==> src/rtl/cpu_pkg.sv <==
// Shared CPU definitions: default datapath widths, ALU opcodes and PSW flag positions.
package cpu_pkg;

  localparam int DEFAULT_WIDTH = 32;
  localparam int DEFAULT_RA    = 5;

  localparam logic [3:0] OP_ADD = 4'b0000;
  localparam logic [3:0] OP_SUB = 4'b0001;
  localparam logic [3:0] OP_AND = 4'b0010;
  localparam logic [3:0] OP_OR  = 4'b0011;
  localparam logic [3:0] OP_XOR = 4'b0100;
  localparam logic [3:0] OP_NOT = 4'b1000;

  // PSW layout is {N, Z, C, V} from bit 3 down to bit 0.
  localparam int PSW_V = 0;
  localparam int PSW_C = 1;
  localparam int PSW_Z = 2;
  localparam int PSW_N = 3;

endpackage

==> src/rtl/alu_ex_stage_alu.sv <==
// Combinational ALU: computes result and NZCV flags for one operation.
module ALU
  import cpu_pkg::*;
#(
  parameter int WIDTH = DEFAULT_WIDTH
) (
  input  logic [WIDTH-1:0] operandA,
  input  logic [WIDTH-1:0] operandB,
  input  logic [3:0]       opcode,
  output logic [WIDTH-1:0] result,
  output logic [3:0]       psw
);

  logic carry;
  logic overflow;

  // Subtraction is A + ~B + 1, so C is set when no borrow occurs.
  always_comb begin
    result   = '0;
    carry    = 1'b0;
    overflow = 1'b0;
    case (opcode)
      OP_ADD: begin
        {carry, result} = {1'b0, operandA} + {1'b0, operandB};
        overflow = (operandA[WIDTH-1] == operandB[WIDTH-1]) &&
                   (result[WIDTH-1] != operandA[WIDTH-1]);
      end
      OP_SUB: begin
        {carry, result} = {1'b0, operandA} + {1'b0, ~operandB} + {{WIDTH{1'b0}}, 1'b1};
        overflow = (operandA[WIDTH-1] != operandB[WIDTH-1]) &&
                   (result[WIDTH-1] != operandA[WIDTH-1]);
      end
      OP_AND:  result = operandA & operandB;
      OP_OR:   result = operandA | operandB;
      OP_XOR:  result = operandA ^ operandB;
      OP_NOT:  result = ~operandA;
      default: result = '0;
    endcase
    psw        = '0;
    psw[PSW_V] = overflow;
    psw[PSW_C] = carry;
    psw[PSW_Z] = (result == '0);
    psw[PSW_N] = result[WIDTH-1];
  end

endmodule

==> src/rtl/alu_ex_stage.sv <==
// Execute stage: ID/EX register with operand forwarding, the ALU, an EX/MEM
// register toward memory/writeback, and the architectural PSW.
module alu_ex_stage
  import cpu_pkg::*;
#(
  parameter int WIDTH = DEFAULT_WIDTH,
  parameter int RA    = DEFAULT_RA
) (
  input  logic             clk,
  input  logic             rst,
  input  logic             in_valid,
  output logic             in_ready,
  input  logic [3:0]       in_opcode,
  input  logic [RA-1:0]    in_rs1_addr,
  input  logic [RA-1:0]    in_rs2_addr,
  input  logic [WIDTH-1:0] in_rs1_data,
  input  logic [WIDTH-1:0] in_rs2_data,
  input  logic [WIDTH-1:0] in_imm,
  input  logic             in_use_imm,
  input  logic [RA-1:0]    in_rd_addr,
  input  logic             in_rd_we,
  input  logic             in_psw_we,
  input  logic             flush,
  input  logic             wb_we,
  input  logic [RA-1:0]    wb_addr,
  input  logic [WIDTH-1:0] wb_data,
  output logic             out_valid,
  input  logic             out_ready,
  output logic [WIDTH-1:0] out_result,
  output logic [RA-1:0]    out_rd_addr,
  output logic             out_rd_we,
  output logic [3:0]       psw
);

  logic             s1_valid;
  logic [3:0]       s1_opcode;
  logic [RA-1:0]    s1_rs1_addr;
  logic [RA-1:0]    s1_rs2_addr;
  logic [WIDTH-1:0] s1_rs1_data;
  logic [WIDTH-1:0] s1_rs2_data;
  logic [WIDTH-1:0] s1_imm;
  logic             s1_use_imm;
  logic [RA-1:0]    s1_rd_addr;
  logic             s1_rd_we;
  logic             s1_psw_we;
  logic             s2_valid;

  logic             s2_free;
  logic             s1_adv;
  logic [WIDTH-1:0] operand_a;
  logic [WIDTH-1:0] operand_b;
  logic [WIDTH-1:0] fwd_rs2;
  logic [WIDTH-1:0] alu_result;
  logic [3:0]       alu_psw;

  // The younger EX/MEM result wins over the writeback port; r0 never forwards.
  function automatic logic [WIDTH-1:0] fwd_operand(
    input logic [RA-1:0]    rs,
    input logic [WIDTH-1:0] reg_data,
    input logic             s2_hit_valid,
    input logic             s2_we,
    input logic [RA-1:0]    s2_rd,
    input logic [WIDTH-1:0] s2_res,
    input logic             wbp_we,
    input logic [RA-1:0]    wbp_addr,
    input logic [WIDTH-1:0] wbp_data
  );
    logic [WIDTH-1:0] value;
    value = reg_data;
    if (s2_hit_valid && s2_we && (s2_rd == rs) && (rs != '0)) begin
      value = s2_res;
    end else if (wbp_we && (wbp_addr == rs) && (rs != '0)) begin
      value = wbp_data;
    end
    return value;
  endfunction

  assign s2_free   = !s2_valid || out_ready;
  assign s1_adv    = s1_valid && s2_free && !flush;
  assign in_ready  = !s1_valid || s1_adv;
  assign out_valid = s2_valid;

  always_comb begin
    operand_a = fwd_operand(s1_rs1_addr, s1_rs1_data, s2_valid, out_rd_we, out_rd_addr,
                            out_result, wb_we, wb_addr, wb_data);
    fwd_rs2   = fwd_operand(s1_rs2_addr, s1_rs2_data, s2_valid, out_rd_we, out_rd_addr,
                            out_result, wb_we, wb_addr, wb_data);
    operand_b = s1_use_imm ? s1_imm : fwd_rs2;
  end

  ALU #(
    .WIDTH(WIDTH)
  ) u_alu (
    .operandA(operand_a),
    .operandB(operand_b),
    .opcode  (s1_opcode),
    .result  (alu_result),
    .psw     (alu_psw)
  );

  // A flushed cycle never loads S1, even though in_ready may still be high.
  always_ff @(posedge clk) begin
    if (rst) begin
      s1_valid <= 1'b0;
    end else if (in_valid && in_ready && !flush) begin
      s1_valid    <= 1'b1;
      s1_opcode   <= in_opcode;
      s1_rs1_addr <= in_rs1_addr;
      s1_rs2_addr <= in_rs2_addr;
      s1_rs1_data <= in_rs1_data;
      s1_rs2_data <= in_rs2_data;
      s1_imm      <= in_imm;
      s1_use_imm  <= in_use_imm;
      s1_rd_addr  <= in_rd_addr;
      s1_rd_we    <= in_rd_we;
      s1_psw_we   <= in_psw_we;
    end else if (s1_adv || flush) begin
      s1_valid <= 1'b0;
    end
  end

  always_ff @(posedge clk) begin
    if (rst) begin
      s2_valid    <= 1'b0;
      out_result  <= '0;
      out_rd_addr <= '0;
      out_rd_we   <= 1'b0;
    end else if (s1_adv) begin
      s2_valid    <= 1'b1;
      out_result  <= alu_result;
      out_rd_addr <= s1_rd_addr;
      out_rd_we   <= s1_rd_we;
    end else if (out_ready) begin
      s2_valid <= 1'b0;
    end
  end

  always_ff @(posedge clk) begin
    if (rst) begin
      psw <= '0;
    end else if (s1_adv && s1_psw_we) begin
      psw <= alu_psw;
    end
  end

endmodule
==> config.mk <==
export PLATFORM = sky130hd
export DESIGN_NAME = alu_ex_stage
export DESIGN_NICKNAME = d
export VERILOG_FILES = /design/src/rtl/cpu_pkg.sv /design/src/rtl/alu_ex_stage_alu.sv /design/src/rtl/alu_ex_stage.sv
export SDC_FILE = /design/constraint.sdc
export NUM_CORES = 1
export LEC_CHECK = 0
export ABC_AREA = 1
export CAP_MARGIN = 30
export CORE_ASPECT_RATIO = 0.7
export CORE_MARGIN = 4
export CORE_UTILIZATION = 60
export DETAILED_ROUTE_END_ITERATION = 10
export HOLD_SLACK_MARGIN = 0.08
export PLACE_DENSITY = 0.85
export REMOVE_ABC_BUFFERS = 1
export SYNTH_ARGS = -nofsm -noshare
export SYNTH_HDL_FRONTEND = slang
export SYNTH_SLANG_ARGS = --single-unit
==> constraint.sdc <==
create_clock -name clk -period 22.5 [get_ports clk]
set_input_delay 4.5 -clock clk [delete_from_list [all_inputs] [get_ports clk]]
set_output_delay 4.5 -clock clk [all_outputs]
set_load 0.02 [all_outputs]
==> images/io_placement.png <==
Drawn at 1.5 px/µm. Pins as bars across the die edge, other pins in grey.
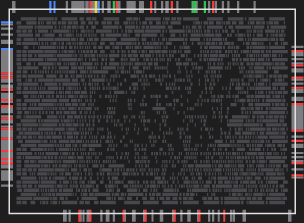
green -> `psw`  # pins 4, direction output, edge north
blue -> `in_rs2_addr`  # pins 5, direction input, edge 3 north, 2 west
yellow -> `in_psw_we`  # pins 1, direction input, edge north
red -> `out_result`  # pins 32, direction output, edge 11 west, 9 east, 7 south, 5 north
all pins by edge = 66 west, 58 north, 42 east, 39 south

==> images/clk_routes.png <==
Drawn at 3 px/µm.
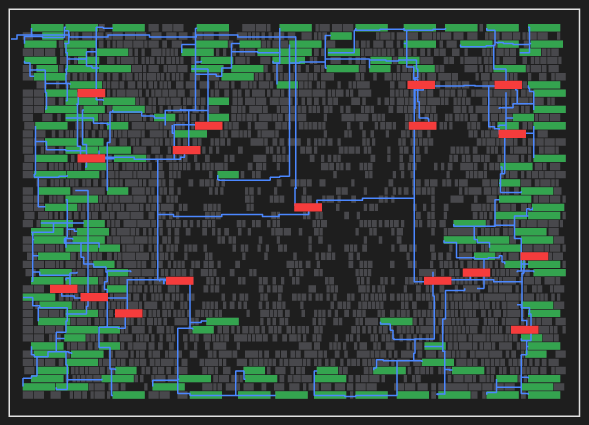
blue -> clock wires  # length 2370 µm
red -> clock drivers  # count 17
green -> flip-flops  # count 162
routed clock nets = 18

==> images/placement_by_type.png <==
Drawn at 2 px/µm. Fill, decap, tap and diode cells in grey.
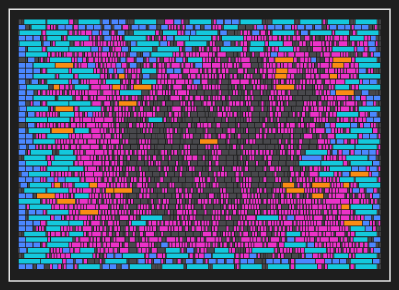
cyan -> sequential cells  # cells 162, share of their area 27%
orange -> clock drivers and dummy loads  # cells 32, share of their area 3.8%
magenta -> combinational and other logic  # cells 1842, share of their area 55%
blue -> remaining buffers and delay cells  # cells 226, share of their area 14%

==> images/clocks.png <==
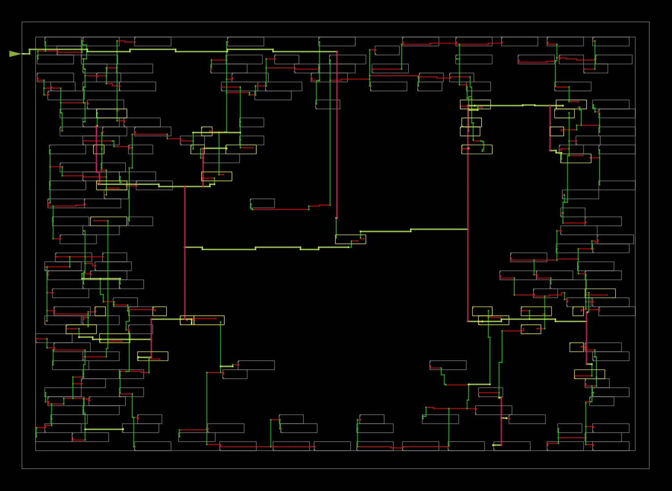
sequential cell count: 162
# clock sinks: 162
Clock Skew: 16.7 ps
P_clk: 0.314 mW
clk_buf instances: 17

==> images/layer_met2.png <==
Drawn at 2 px/µm.
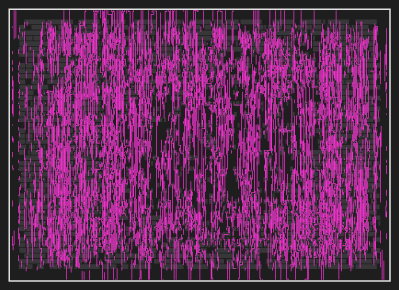
wire length on this layer = 22.8 mm
nets with wire on the layer = 2068

==> results.py <==
# Physical implementation metrics
metrics = {
    "outcome": {
        "outcome": "complete, no violations",
    },
    "global_routing": {
        "grt_util_all_layers": 0.413,
    },
    "sta": {
        "hold_viol": 0,
        "report.final.slew_viol_count": 0,
        "relSlewSlack": 0.384,
        "setup_viol": 0,
    },
    "logic_synthesis": {
        "yosysTopAreaCell": "edfxtp_1",
        "syn_area_per_cell_um2": 6.64,
        "topCombFamilyByArea": "simple AND/OR/NAND/NOR gates",
        "yosysUniqueCellTypes": 43,
        "async_reset_ff_frac": 0,
        "synthCells": 2087,
        "top_area_frac": 0.256,
    },
    "detailed_routing": {
        "drtIter0Drc": 2388,
        "antenna_left": 0,
        "drc": 0,
    },
    "clock_tree": {
        "insertion_delay_ps": 470,
        "root_buffer": "clkbuf_16",
        "clkTransAtPathRegs_ps": 80,
        "cts_hold_buf": 0,
    },
    "finish": {
        "n_all_buffers": 226,
        "mostFrequentLayoutCells": "nand2_1, inv_1, nor2_1",
    },
    "critical_path": {
        "worstPathRequired_ps": 18000,
    },
    "job": {
        "openroad.warnings": 98,
    },
    "floorplan": {
        "n_tap_cell": 312,
    },
    "pwr": {
        "p_total_mw": 0.835,
    },
}
-- layer usage --
layer | GRT usage | vias to the layer above | wire length, µm
li1 | - | 7147 | -
met1 | 0.561 | 7249 | 21600
met2 | 0.616 | 1264 | 22800
met3 | 0.141 | 244 | 8270
met4 | 0.153 | 0 | 2170
met5 | 0 | - | 0
-- worst paths after layout --
| check | start | to | slack (ps) | depth (start not counted) |
|---|---|---|---|---|
| worst min-delay path | psw[2] | psw[2] | 500 | 2 |
| worst max register to register | s1_rs2_addr[1] | psw[2] | 16890 | 31 |
| worst min register to register | psw[2] | psw[2] | 500 | 2 |
| worst max-delay path | out_ready | in_ready | 11540 | 7 |
-- synthesized netlist by cell type (2+ instances only) --
cell and number:
a211oi_1 10, a21oi_1 140, a221oi_1 11, a31oi_1 3
buf_1 7, buf_2 31, buf_4 5, clkbuf_1 39
dfxtp_1 44, edfxtp_1 118, ha_1 106, inv_1 338
inv_2 5, nand2_1 505, nand3_1 221, nand3b_1 17
nand4_1 15, nor2_1 235, nor2_2 2, nor3_1 16
nor3b_1 2, nor4_1 3, o2111ai_1 3, o211ai_1 20
o21a_1 3, o21ai_0 100, o21bai_1 13, o22ai_1 53
xnor2_1 2, xor2_1 7
-- power by group --
group          internal, mW  switching, mW  total, mW
combinational        0.0684          0.118      0.186
sequential            0.330        0.00495      0.335
clock                 0.162          0.152      0.314
-- sequential cells by signal, indices dropped and copies added, names as in the netlist --
name,count
s1_rs2_addr,5
out_result,32
s1_rs1_data,32
s1_rd_addr,5
s1_valid,1
s1_use_imm,1
s1_rd_we,1
psw,4
out_rd_addr,5
out_valid,1
s1_imm,32
s1_rs1_addr,5
out_rd_we,1
s1_rs2_data,32
s1_opcode,4
s1_psw_we,1
Power figures rest on the tool's default switching activity, not on a simulated workload.
